## config.mk

```make
export PLATFORM = sky130hd
export DESIGN_NAME = inst_loader
export DESIGN_NICKNAME = d
export VERILOG_FILES = /design/src/rtl/nq_loader_pkg.sv /design/src/rtl/inst_loader_byte_packer.sv /design/src/rtl/inst_loader.sv
export SDC_FILE = /design/constraint.sdc
export NUM_CORES = 1
export LEC_CHECK = 0
export CAP_MARGIN = 5
export CORE_ASPECT_RATIO = 0.9
export CORE_MARGIN = 10
export CORE_UTILIZATION = 55
export DETAILED_ROUTE_END_ITERATION = 7
export PLACE_DENSITY = 0.8
export SYNTH_ARGS = -nofsm -noshare
export SYNTH_HDL_FRONTEND = slang
export SYNTH_SLANG_ARGS = --single-unit
```

## constraint.sdc

```tcl
create_clock -name clk -period 3.6 [get_ports clk]
set_input_delay 0.72 -clock clk [delete_from_list [all_inputs] [get_ports clk]]
set_output_delay 0.72 -clock clk [all_outputs]
set_load 0.005 [all_outputs]
```

## src/rtl/nq_loader_pkg.sv

```systemverilog
// rtl/nq_loader_pkg.sv - shared types and widths for the instruction loader
//
// Purpose : FSM state encoding and datapath widths used by inst_loader and
//           byte_packer.
// Contents: WORD_W  - instruction word width (32)
//           BYTE_W  - host byte width (8)
//           CNT_W   - word count / header total width (16)
//           state_t - loader FSM states
package nq_loader_pkg;

   localparam int WORD_W = 32;
   localparam int BYTE_W = 8;
   localparam int CNT_W  = 16;

   typedef enum logic [2:0] {
      IDLE    = 3'd0,
      HDR_LO  = 3'd1,
      HDR_HI  = 3'd2,
      COLLECT = 3'd3,
      WRITE   = 3'd4,
      CHK     = 3'd5,
      DONE    = 3'd6
   } state_t;

endpackage

```

## src/rtl/inst_loader_byte_packer.sv

```systemverilog
// rtl/inst_loader_byte_packer.sv - packs four host bytes into one 32-bit word
//
// Purpose : Little-endian byte packer. The first three bytes of a word are
//           staged in an accumulator; the fourth byte completes the word and
//           moves it to the output register in one step, so o_word only
//           changes when a full word is ready and otherwise holds its value.
// Ports   : clk         - clock, rising edge
//           rst         - asynchronous active-high reset
//           i_clr       - restart at byte index 0 (new session)
//           i_byte_en   - accept i_byte at the current byte index
//           i_byte      - byte to insert
//           o_word      - last completed word
//           o_word_full - high in the cycle the fourth byte is accepted
module byte_packer
   import nq_loader_pkg::*;
(
   input  logic              clk,
   input  logic              rst,
   input  logic              i_clr,
   input  logic              i_byte_en,
   input  logic [BYTE_W-1:0] i_byte,
   output logic [WORD_W-1:0] o_word,
   output logic              o_word_full
);

   logic [1:0]               r_idx;
   logic [WORD_W-BYTE_W-1:0] r_acc;
   logic [WORD_W-1:0]        r_word;
   logic                     w_last;

   assign w_last      = (r_idx == 2'd3);
   assign o_word_full = i_byte_en & w_last;
   assign o_word      = r_word;

   always_ff @(posedge clk or posedge rst) begin
      if (rst) begin
         r_idx  <= 2'd0;
         r_acc  <= '0;
         r_word <= '0;
      end else if (i_clr) begin
         // r_word is deliberately kept: the instruction port holds its value
         r_idx <= 2'd0;
         r_acc <= '0;
      end else if (i_byte_en) begin
         // two-bit index wraps 3 -> 0 on its own
         r_idx <= r_idx + 2'd1;
         case (r_idx)
            2'd0:    r_acc[7:0]   <= i_byte;
            2'd1:    r_acc[15:8]  <= i_byte;
            2'd2:    r_acc[23:16] <= i_byte;
            default: r_word       <= {i_byte, r_acc};
         endcase
      end
   end

endmodule

```

## src/rtl/inst_loader.sv

```systemverilog
// rtl/inst_loader.sv - host byte stream to processor instruction port loader
//
// Purpose : Receives a 16-bit little-endian word count followed by that many
//           little-endian 32-bit words, presents each word on exInst with a
//           one-cycle write strobe, and holds the processor in reset until
//           the load completes.
// Option  : LOADER_CHECKSUM_EN - adds a trailer byte after the data; the
//           modulo-256 sum of header, data and trailer must be zero, else
//           err is set and cpu_rst stays asserted.
// Ports   : clk        - clock, rising edge
//           rst        - asynchronous active-high reset
//           start      - one-cycle pulse, begins a session from IDLE/DONE
//           byte_in    - host byte
//           byte_valid - host byte valid
//           byte_ready - loader can accept a byte this cycle
//           exInst     - assembled instruction word
//           write      - exInst write strobe
//           cpu_rst    - processor reset
//           busy       - session in progress
//           done       - load complete, held until next start
//           word_cnt   - words written this session
//           err        - checksum mismatch
module inst_loader
   import nq_loader_pkg::*;
(
   input  logic              clk,
   input  logic              rst,
   input  logic              start,
   input  logic [BYTE_W-1:0] byte_in,
   input  logic              byte_valid,
   output logic              byte_ready,
   output logic [WORD_W-1:0] exInst,
   output logic              write,
   output logic              cpu_rst,
   output logic              busy,
   output logic              done,
   output logic [CNT_W-1:0]  word_cnt,
   output logic              err
);

`ifdef LOADER_CHECKSUM_EN
   localparam state_t AFTER_LAST = CHK;
`else
   localparam state_t AFTER_LAST = DONE;
`endif

   state_t            r_state;
   state_t            w_next;
   logic [CNT_W-1:0]  r_total;
   logic [CNT_W-1:0]  r_word_cnt;
   logic [CNT_W-1:0]  w_hdr_total;
   logic [CNT_W-1:0]  w_cnt_inc;
   logic              w_xfer;
   logic              w_start_ok;
   logic              w_pack_en;
   logic              w_word_full;
   logic              w_last_word;
   logic              w_err;
   logic [WORD_W-1:0] w_word;

   assign w_xfer      = byte_valid & byte_ready;
   assign w_start_ok  = start & ((r_state == IDLE) | (r_state == DONE));
   assign w_pack_en   = w_xfer & (r_state == COLLECT);
   // the high header byte is still on byte_in when the zero test is made
   assign w_hdr_total = {byte_in, r_total[7:0]};
   // saturating increment keeps word_cnt from ever passing total
   assign w_cnt_inc   = (r_word_cnt == r_total) ? r_word_cnt : r_word_cnt + 16'd1;
   assign w_last_word = (w_cnt_inc == r_total);

   byte_packer u_packer (
      .clk         (clk),
      .rst         (rst),
      .i_clr       (w_start_ok),
      .i_byte_en   (w_pack_en),
      .i_byte      (byte_in),
      .o_word      (w_word),
      .o_word_full (w_word_full)
   );

   // state register
   always_ff @(posedge clk or posedge rst) begin
      if (rst) begin
         r_state <= IDLE;
      end else begin
         r_state <= w_next;
      end
   end

   // next-state logic
   always_comb begin
      w_next = r_state;
      case (r_state)
         IDLE, DONE: begin
            if (start) w_next = HDR_LO;
         end
         HDR_LO: begin
            if (w_xfer) w_next = HDR_HI;
         end
         HDR_HI: begin
            if (w_xfer) w_next = (w_hdr_total != '0) ? COLLECT : AFTER_LAST;
         end
         COLLECT: begin
            if (w_word_full) w_next = WRITE;
         end
         WRITE: begin
            w_next = w_last_word ? AFTER_LAST : COLLECT;
         end
         CHK: begin
            if (w_xfer) w_next = DONE;
         end
         default: w_next = IDLE;
      endcase
   end

   // output logic
   always_comb begin
      byte_ready = 1'b0;
      write      = 1'b0;
      busy       = 1'b1;
      done       = 1'b0;
      case (r_state)
         IDLE: begin
            busy = 1'b0;
         end
         HDR_LO, HDR_HI, COLLECT, CHK: begin
            byte_ready = 1'b1;
         end
         WRITE: begin
            write = 1'b1;
         end
         DONE: begin
            busy = 1'b0;
            done = 1'b1;
         end
         default: begin
            busy = 1'b0;
         end
      endcase
      cpu_rst = ~((r_state == DONE) & ~w_err);
   end

   // header capture and word counting
   always_ff @(posedge clk or posedge rst) begin
      if (rst) begin
         r_total    <= '0;
         r_word_cnt <= '0;
      end else begin
         if (w_start_ok) begin
            r_total    <= '0;
            r_word_cnt <= '0;
         end
         if (w_xfer && (r_state == HDR_LO)) r_total[7:0]  <= byte_in;
         if (w_xfer && (r_state == HDR_HI)) r_total[15:8] <= byte_in;
         if (r_state == WRITE)              r_word_cnt    <= w_cnt_inc;
      end
   end

`ifdef LOADER_CHECKSUM_EN
   logic [BYTE_W-1:0] r_sum;
   logic [BYTE_W-1:0] w_sum_trl;
   logic              r_err;

   assign w_sum_trl = r_sum + byte_in;

   always_ff @(posedge clk or posedge rst) begin
      if (rst) begin
         r_sum <= '0;
         r_err <= 1'b0;
      end else if (w_start_ok) begin
         r_sum <= '0;
         r_err <= 1'b0;
      end else if (w_xfer) begin
         // the trailer is not summed: it is the byte that should zero the sum
         if (r_state == CHK) r_err <= (w_sum_trl != '0);
         else                r_sum <= w_sum_trl;
      end
   end

   assign w_err = r_err;
`else
   assign w_err = 1'b0;
`endif

   assign err      = w_err;
   assign exInst   = w_word;
   assign word_cnt = r_word_cnt;

endmodule

```

**Cells coloured by class**

Scale bar: 20 um.
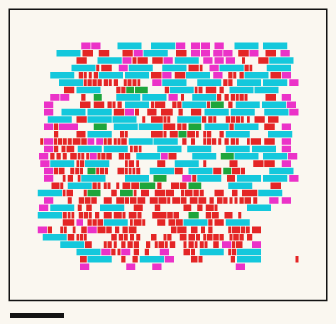
Magenta is other buffers and delay cells, cells 70, share of their area 13%. Red is combinational and other logic, cells 352, share of their area 40%. Green is clock drivers and dummy loads, cells 16, share of their area 3.6%. Cyan is flops, cells 93, share of their area 43%.
num rows: 31
design area: 5520 um2

**Routed metal per tile**

Scale bar: 20 um. The die is cut into 23 by 21 equal tiles; dark purple is low, yellow is high, scaled to the fullest tile. Values are wire area over tile area, all layers added.
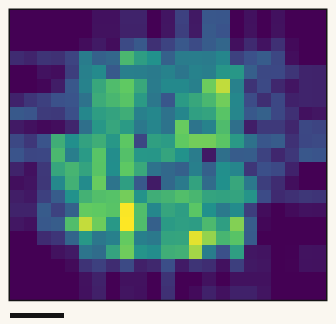
The densest ninth of the die: centre. The fullest tile reaches 0.54. 19% of the tiles are nearly empty. The mean over all tiles is 0.15. 23% of the tiles are over half the peak. The emptiest ninth of the die: lower right.
GRT Util Overall: 18.7%
via count: 3821
Post-Route WL: 11.6 mm

==> flow_metrics.py <==
# Generated from Yosys and OpenROAD reports
metrics = {
    "yosys": {
        "ys_area_um2": 4630,
        "ys_types": 46,
        "synth.area.mux_share_pct": 8.88,
        "yosys.area_share.adder_pct": 1.35,
        "top_cell": "dfrtp_1",
        "fp_nets": 493,
        "top_area_cell": "dfrtp_1",
        "yosys_warnings": 0,
        "ys_top_cells_by_area": "dfrtp_1 (50%), mux2_2 (8.0%), nand2_1 (5.3%)",
    },
    "layout": {
        "sh_seq_area_pct": 42.1,
        "regArea_um2": 2330,
        "largest_class": "flip-flops and latches",
        "nClkBuffers": 9,
    },
    "power_and_ir_drop": {
        "p_leak_nw": 2.42,
        "p_seq_mw": 1.48,
        "clkPwrFrac_pct": 21.4,
    },
    "critical_path": {
        "reg2reg_slack_ns": 0.70,
        "crit_type": "reg2out",
        "r2r_end": "r_state[2]",
    },
    "clock_tree": {
        "cts_root_buf": "clkbuf_8",
        "clk_pin_slew_ns": 0.10,
        "ctsResizeCount": 0,
        "htreeDepth": 3,
        "cts_tree": "yes",
        "insertion_delay_ns": 0.36,
        "cts_buffers": 9,
        "postCtsHoldBufs": 0,
    },
    "floorplanning": {
        "die_y_um": 107,
        "fp_util_pct": 56.9,
        "tapCellCount": 99,
        "io_pins": 66,
        "coreArea_um2": 8150,
    },
    "min_path": {
        "hold_path_end": "u_packer.o_word[31]",
        "holdPathStages": 1,
    },
    "place": {
        "place_congestion": 0.926,
        "dpl_cell_area_um2": 5330,
        "port_buffers": 64,
    },
    "grt": {
        "grt_util_met1_pct": 25.5,
        "grt_pass1_wl_mm": 18.7,
        "antenna_found_initial": 0,
    },
    "timing": {
        "rsz0062_at_grt": "false",
        "worstMarginPinSlew_ns": 0.877,
    },
    "detailed_routing": {
        "avgViaCountPerCell": 6.07,
    },
    "status": {
        "status": "complete, no violations",
    },
    "run": {
        "warnings": 29,
    },
}
